`src/rtl/product_rr_arbiter_pkg.sv`:
```
// product_rr_arbiter_pkg
//   Shared definitions for the product round-robin arbiter and its picker:
//   default sizes, the {x, y} product typedef at default width, and width
//   helpers for the source index and the burst counter.
//   No ports (package).
package product_rr_arbiter_pkg;

  localparam int N_DEFAULT     = 4;
  localparam int W_DEFAULT     = 8;
  localparam int BURST_DEFAULT = 1;

  // Product pair as carried on the O_x/O_y port at the default width.
  typedef struct packed {
    logic [W_DEFAULT-1:0] x;
    logic [W_DEFAULT-1:0] y;
  } product_t;

  // Width of a requester index; never below one bit.
  function automatic int src_width(input int n);
    return (n > 1) ? $clog2(n) : 1;
  endfunction

  // Width needed to hold a burst count in 0..BURST.
  function automatic int cnt_width(input int burst);
    return (burst > 0) ? $clog2(burst + 1) : 1;
  endfunction

endpackage

```
`src/rtl/product_rr_arbiter_rr_pick.sv`:
```
// rr_pick
//   Combinational round-robin picker. Searches the request vector upward
//   from last+1, wrapping at N-1, with `last` itself examined at the end.
//   Ports:
//     req     in   N     request vector
//     last    in   SW    index of the most recent winner
//     gnt     out  N     one-hot grant (all zero when nothing requests)
//     gnt_idx out  SW    index of the granted bit (0 when nothing requests)
module rr_pick
  import product_rr_arbiter_pkg::*;
#(
  parameter int N = N_DEFAULT
) (
  input  logic [N-1:0]              req,
  input  logic [src_width(N)-1:0]   last,
  output logic [N-1:0]              gnt,
  output logic [src_width(N)-1:0]   gnt_idx
);

  localparam int SW = src_width(N);

  logic             found_s;
  logic [SW-1:0]    cand_s;

  // Wrap search: offset i=N lands back on `last`, so it has lowest priority.
  always_comb begin
    gnt     = {N{1'b0}};
    gnt_idx = {SW{1'b0}};
    found_s = 1'b0;
    cand_s  = {SW{1'b0}};
    for (int i = 1; i <= N; i++) begin
      cand_s = SW'((int'(last) + i) % N);
      if (!found_s && req[cand_s]) begin
        found_s      = 1'b1;
        gnt[cand_s]  = 1'b1;
        gnt_idx      = cand_s;
      end else begin
        found_s = found_s;
      end
    end
  end

endmodule

```
`src/rtl/product_rr_arbiter.sv`:
```
// product_rr_arbiter
//   Round-robin arbiter sharing one registered {x, y} output between N
//   requesters, with optional bursts of up to BURST beats per requester.
//   Ports:
//     CLK          in   1      clock
//     ASYNCRESET   in   1      asynchronous active-high reset
//     I_valid      in   N      requester k offers a pair
//     I_ready      out  N      requester k's pair taken this cycle (0/1-hot)
//     I_x, I_y     in   N*W    requester k's fields at [k*W +: W]
//     O_valid      out  1      output register holds a pair
//     O_ready      in   1      consumer takes the pair
//     O_x, O_y     out  W      registered pair
//     O_src        out  SW     requester index of the registered pair
module product_rr_arbiter
  import product_rr_arbiter_pkg::*;
#(
  parameter int N     = N_DEFAULT,
  parameter int W     = W_DEFAULT,
  parameter int BURST = BURST_DEFAULT
) (
  input  logic                     CLK,
  input  logic                     ASYNCRESET,
  input  logic [N-1:0]             I_valid,
  output logic [N-1:0]             I_ready,
  input  logic [N*W-1:0]           I_x,
  input  logic [N*W-1:0]           I_y,
  output logic                     O_valid,
  input  logic                     O_ready,
  output logic [W-1:0]             O_x,
  output logic [W-1:0]             O_y,
  output logic [src_width(N)-1:0]  O_src
);

  localparam int SW = src_width(N);
  localparam int CW = cnt_width(BURST);
  localparam logic [CW-1:0] CNT_RELOAD = CW'(BURST - 1);
  localparam logic [SW-1:0] LAST_RESET = SW'(N - 1);

  typedef struct packed {
    logic [W-1:0] x;
    logic [W-1:0] y;
  } pair_t;

  pair_t          pair_q, pair_d, sel_pair_s;
  logic           o_valid_q, o_valid_d;
  logic [SW-1:0]  src_q, src_d;
  logic [SW-1:0]  last_q, last_d;
  logic [CW-1:0]  burst_cnt_q, burst_cnt_d;

  logic           load_s;
  logic           cont_s;
  logic           xfer_s;
  logic [N-1:0]   pick_gnt_s;
  logic [SW-1:0]  pick_idx_s;
  logic [SW-1:0]  win_idx_s;

  rr_pick #(.N(N)) u_rr_pick (
    .req     (I_valid),
    .last    (last_q),
    .gnt     (pick_gnt_s),
    .gnt_idx (pick_idx_s)
  );

  // Load/handshake decision and the grant toward the requesters.
  // I_ready is built from valids and state only, never from the data.
  always_comb begin
    load_s    = ~o_valid_q | O_ready;
    cont_s    = (burst_cnt_q != {CW{1'b0}}) && I_valid[last_q];
    xfer_s    = load_s & (|I_valid);
    win_idx_s = cont_s ? last_q : pick_idx_s;
    I_ready   = {N{1'b0}};
    if (xfer_s) begin
      if (cont_s) begin
        I_ready[last_q] = 1'b1;
      end else begin
        I_ready = pick_gnt_s;
      end
    end else begin
      I_ready = {N{1'b0}};
    end
  end

  // Data mux: the winner's {x, y} fields.
  always_comb begin
    sel_pair_s = '{x: {W{1'b0}}, y: {W{1'b0}}};
    for (int k = 0; k < N; k++) begin
      if (win_idx_s == SW'(k)) begin
        sel_pair_s.x = I_x[k*W +: W];
        sel_pair_s.y = I_y[k*W +: W];
      end else begin
        sel_pair_s = sel_pair_s;
      end
    end
  end

  // Next state: replace on transfer, empty on a load with no requester,
  // hold while stalled. A load opportunity without a transfer ends any burst.
  always_comb begin
    pair_d      = pair_q;
    o_valid_d   = o_valid_q;
    src_d       = src_q;
    last_d      = last_q;
    burst_cnt_d = burst_cnt_q;
    if (xfer_s) begin
      pair_d    = sel_pair_s;
      o_valid_d = 1'b1;
      src_d     = win_idx_s;
      last_d    = win_idx_s;
      if (cont_s) begin
        burst_cnt_d = burst_cnt_q - CW'(1);
      end else begin
        burst_cnt_d = CNT_RELOAD;
      end
    end else if (load_s) begin
      o_valid_d   = 1'b0;
      burst_cnt_d = {CW{1'b0}};
    end else begin
      o_valid_d = o_valid_q;
    end
  end

  // State registers; reset parks `last` at N-1 so requester 0 is searched first.
  always_ff @(posedge CLK or posedge ASYNCRESET) begin
    if (ASYNCRESET) begin
      pair_q      <= '{x: {W{1'b0}}, y: {W{1'b0}}};
      o_valid_q   <= 1'b0;
      src_q       <= {SW{1'b0}};
      last_q      <= LAST_RESET;
      burst_cnt_q <= {CW{1'b0}};
    end else begin
      pair_q      <= pair_d;
      o_valid_q   <= o_valid_d;
      src_q       <= src_d;
      last_q      <= last_d;
      burst_cnt_q <= burst_cnt_d;
    end
  end

  assign O_valid = o_valid_q;
  assign O_x     = pair_q.x;
  assign O_y     = pair_q.y;
  assign O_src   = src_q;

endmodule
```
`config.mk`:
```
export PLATFORM = sky130hd
export DESIGN_NAME = product_rr_arbiter
export DESIGN_NICKNAME = d
export VERILOG_FILES = /design/src/rtl/product_rr_arbiter_pkg.sv /design/src/rtl/product_rr_arbiter_rr_pick.sv /design/src/rtl/product_rr_arbiter.sv
export SDC_FILE = /design/constraint.sdc
export NUM_CORES = 1
export LEC_CHECK = 0
export ABC_AREA = 1
export CORE_ASPECT_RATIO = 0.75
export CORE_UTILIZATION = 38
export DETAILED_ROUTE_END_ITERATION = 7
export PLACE_DENSITY = 0.78
export SLEW_MARGIN = 20
export SYNTH_ARGS = -nofsm -noshare
export SYNTH_HDL_FRONTEND = slang
export SYNTH_HIERARCHICAL = 1
export SYNTH_SLANG_ARGS = --single-unit
```
`constraint.sdc`:
```
create_clock -name CLK -period 2.7 [get_ports CLK]
set_input_delay 0.405 -clock CLK [delete_from_list [all_inputs] [get_ports CLK]]
set_output_delay 0.405 -clock CLK [all_outputs]
set_load 0.01 [all_outputs]
```
**Met1 routing**

Supply wires on this layer in gray.
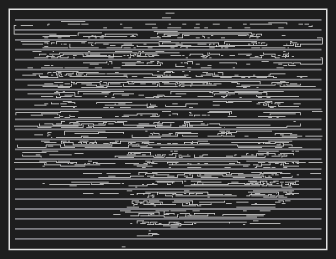
wire length on this layer: 2930 µm
longest straight run: 36.3 µm

**M2 wires**

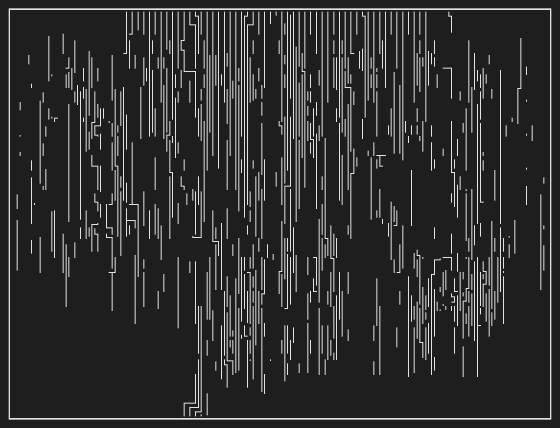
wire length on this layer: 3010 µm
longest straight run: 32.1 µm
main direction: vertical

**M3 wires**

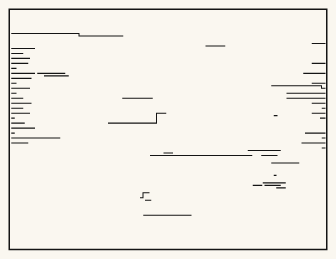
wire length on this layer: 316 µm
nets with wire on the layer: 53
share of all routed wire: 5.0%
main direction: horizontal
routed via count: 2345
met3 track utilization from global routing: 4.02%
routed wire length: 6300 µm

**Wiring heat map**

The bar under the picture is 20 µm long. 17 x 13 tiles, from dark purple (low) to yellow (high), scaled to the fullest tile. Values are wire area over tile area, all layers added.
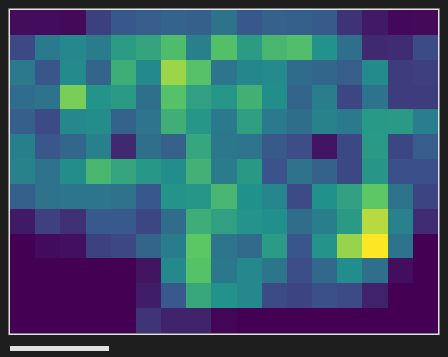
tiles over half the peak: 23%
emptiest ninth of the die: lower left
nearly empty tiles: 13%
mean over tiles: 0.18
total routing usage reported by global routing: 22.7%
Avg WL per Cell: 12.8 µm

-- power groups by stage --
stage                     sequential [µW]  combinational, µW  clock, µW
final                                 582               3470        243
after CTS                             582               3360        249
after global routing                  599               3840        259
after floorplan                       684               2190          0
after global placement                582               3270          0
after detailed placement              586               3360          0
-- repair_timing --
action                                  in CTS  in global routing
endpoints found under the setup margin       4                 18
gates cloned                                 0                  0
hold endpoints to repair                     0                  0
gates resized                                5                 19
pin swaps                                    0                  2
-- worst min path at each step --
stage	start	end	slack (ps)	cells after the start
2_1_floorplan	ASYNCRESET	O_src[0]$_DFFE_PP0P_	390	1
3_3_place_gp	O_y[7]$_DFFE_PP0P_	O_y[7]$_DFFE_PP0P_	460	2
3_5_place_dp	O_y[4]$_DFFE_PP0P_	O_y[4]$_DFFE_PP0P_	460	2
4_1_cts	ASYNCRESET	O_y[3]$_DFFE_PP0P_	470	3
5_1_grt	O_y[7]$_DFFE_PP0P_	O_y[7]$_DFFE_PP0P_	500	2
6_report	ASYNCRESET	O_y[3]$_DFFE_PP0P_	470	3
-- registers in the layout (all words and copies together), names as in the netlist --
register and cells:
O_valid 1, O_x 8, burst_cnt_q 1, O_src 2, last_q 2, O_y 8
-- cell families after synthesis --
logic type / after synthesis / share of synthesized area, %
and+or+nand+nor: 194 / 45.6
buffers and inverters: 46 / 10.3
AOI/OAI and AO/OA: 45 / 11.9
DFF: 22 / 27.3
adders and majority gates: 8 / 4.94
-- cells in the mapped netlist (6+ instances only) --
library cell and number:
nand2_1 117, nand3_1 35, inv_1 30, o21ai_0 23, dfrtp_1 20, nor2_1 10
nand2_2 9, a21oi_1 8, ha_1 8, o21ai_1 8, nand2_4 6, nand3b_1 6
-- metrics by stage --
step / std cells / power, µW / hold slack (ps) / setup slack, ps / instance area, µm²
after floorplan: 315 / 2870 / 393 / 160 / 2030
after global placement: 487 / 3860 / 460 / -44.7 / 3120
after detailed placement: 487 / 3940 / 464 / -124 / 3120
after CTS: 491 / 4190 / 475 / 11.4 / 3170
after global routing: 491 / 4700 / 505 / 12.6 / 3190
final: 491 / 4300 / 467 / 124 / 3190
-- worst max-delay path: cells and delay by family (launching register included) --
family | cells | cell delay (ps)
DFF | 1 | 550
buffers and inverters | 3 | 280
AOI/OAI and AO/OA | 2 | 240
and+or+nand+nor | 5 | 470
adders and majority gates | 1 | 360
-- final cells by class --
cell class,instances,area [µm²]
multi-input cells,247,1290
inverters,36,148
flip-flops and latches,22,553
fillers,480,1820
clock buffers,4,55.1
well taps,72,90.1
repair buffers,110,1050
-- routing by layer --
layer  part of all wire [%]  vias up  track usage (%)
met2                     48       73             38.8
met4                   0.52        0             3.13
met5                      0        -                0
met1                     47     1052             30.6
met3                    5.0        4             4.02
li1                       -     1216                -
==> ds_physical_params.txt <==
Summary of implementation characteristics

Parameter                              Value

Status
  Run status .................. complete, no violations

Critical path
  Maximum fanout along the worst path .................. 6
  Worst setup startpoint .................. last_q[0]$_DFFE_PP1P_
  Worst flop-to-flop path endpoint .................. O_x[5]$_DFFE_PP0P_
  Cells along the critical path .................. inv_2, ha_2, inv_2, nand2_4, nand2_4, nor2_4, a21oi_1, nand3_1, nand2_1, a21oi_1, clkbuf_2
  Kind of start point of the critical path .................. flip-flop
  FF-to-FF path depth .................. 19
  Type of destination of the critical path .................. primary output
  Minimum setup slack among reg-to-reg paths .................. 140 ps
  Worst Setup Path Type .................. reg2out
  Worst setup path endpoint .................. I_ready[2]

Power
  Worst vdd rail ir drop .................. 0.733 mV
  Relative contribution of combinational cells to total power .................. 80.8%
  Leakage power figure .................. 0.00156 µW
  Clock power frac .................. 5.7%
  Switching power .................. 2280 µW
  Switching part of the total power .................. 53.1%

Clock network
  Htree depth .................. 1
  Largest buffer count on any clock path .................. 2
  TritonCTS clock tree .................. yes
  Root Buffer .................. clkbuf_8
  Cts hold-fix bufs .................. 0
  Number of buffers created by CTS .................. 3
  Clock sink count .................. 22
  Worst-skew pair later-pin latency .................. 270 ps
  Register clock-pin slew on the reported worst setup and hold paths .................. 90 ps

Placed design
  Final estimated routing congestion in global placement .................. 0.852

Synth
  Area of the synthesized netlist per yosys stat .................. 2030 µm²
  Part of the Yosys area used for sequential elements .................. 27.3%
  Number of flops mapped to enable cells by yosys .................. 0
  Number of nets at floorplan .................. 394
  Share of the synthesized area in the top cell type .................. 24.7%
  Post-synthesis cell type count .................. 26
  Asr flop ratio synth .................. 100%
  Synth area leaders .................. dfrtp_1 25%, nand2_1 22%, nand3_1 8.6%, o21ai_0 5.7%, inv_1 5.6%
  Biggest area consumer among synthesized cells .................. dfrtp_1
  Cell total in the yosys stat output .................. 315

Final timing
  Transition time at the pin with the least slew margin .................. 434 ps
  Hold Violations, Final .................. 0
  Count of pins over their slew limit .................. 0
  Number of setup violations in the final report .................. 0
  Highest clock rate .................. 388 MHz

Route
  Initial drt markers .................. 123
  Detailed-route vias per instance .................. 4.78
  Iteration tally of the first detailed-router pass .................. 4

Global routing
  Number of global-route vias before repair .................. 2150
  Antenna violations before repair .................. 0
  Wire length of the first global-routing pass .................. 10100 µm
  Pin count of the biggest net entering global routing .................. 23
  Remaining global-route overflow .................. 0

Floorplan
  Die Height .................. 65.3 µm
  Area of the core .................. 5010 µm²
  Die boundary width .................. 86.3 µm

Final layout
  Fraction of layout instances using a drive strength above 1 .................. 14.3%
  Count of nets after finishing .................. 499
  Most used logic cell in the final layout .................. nand2_1

Worst hold path
  Worst hold-check path type .................. in2async
Power is estimated from default activity; no workload was simulated.
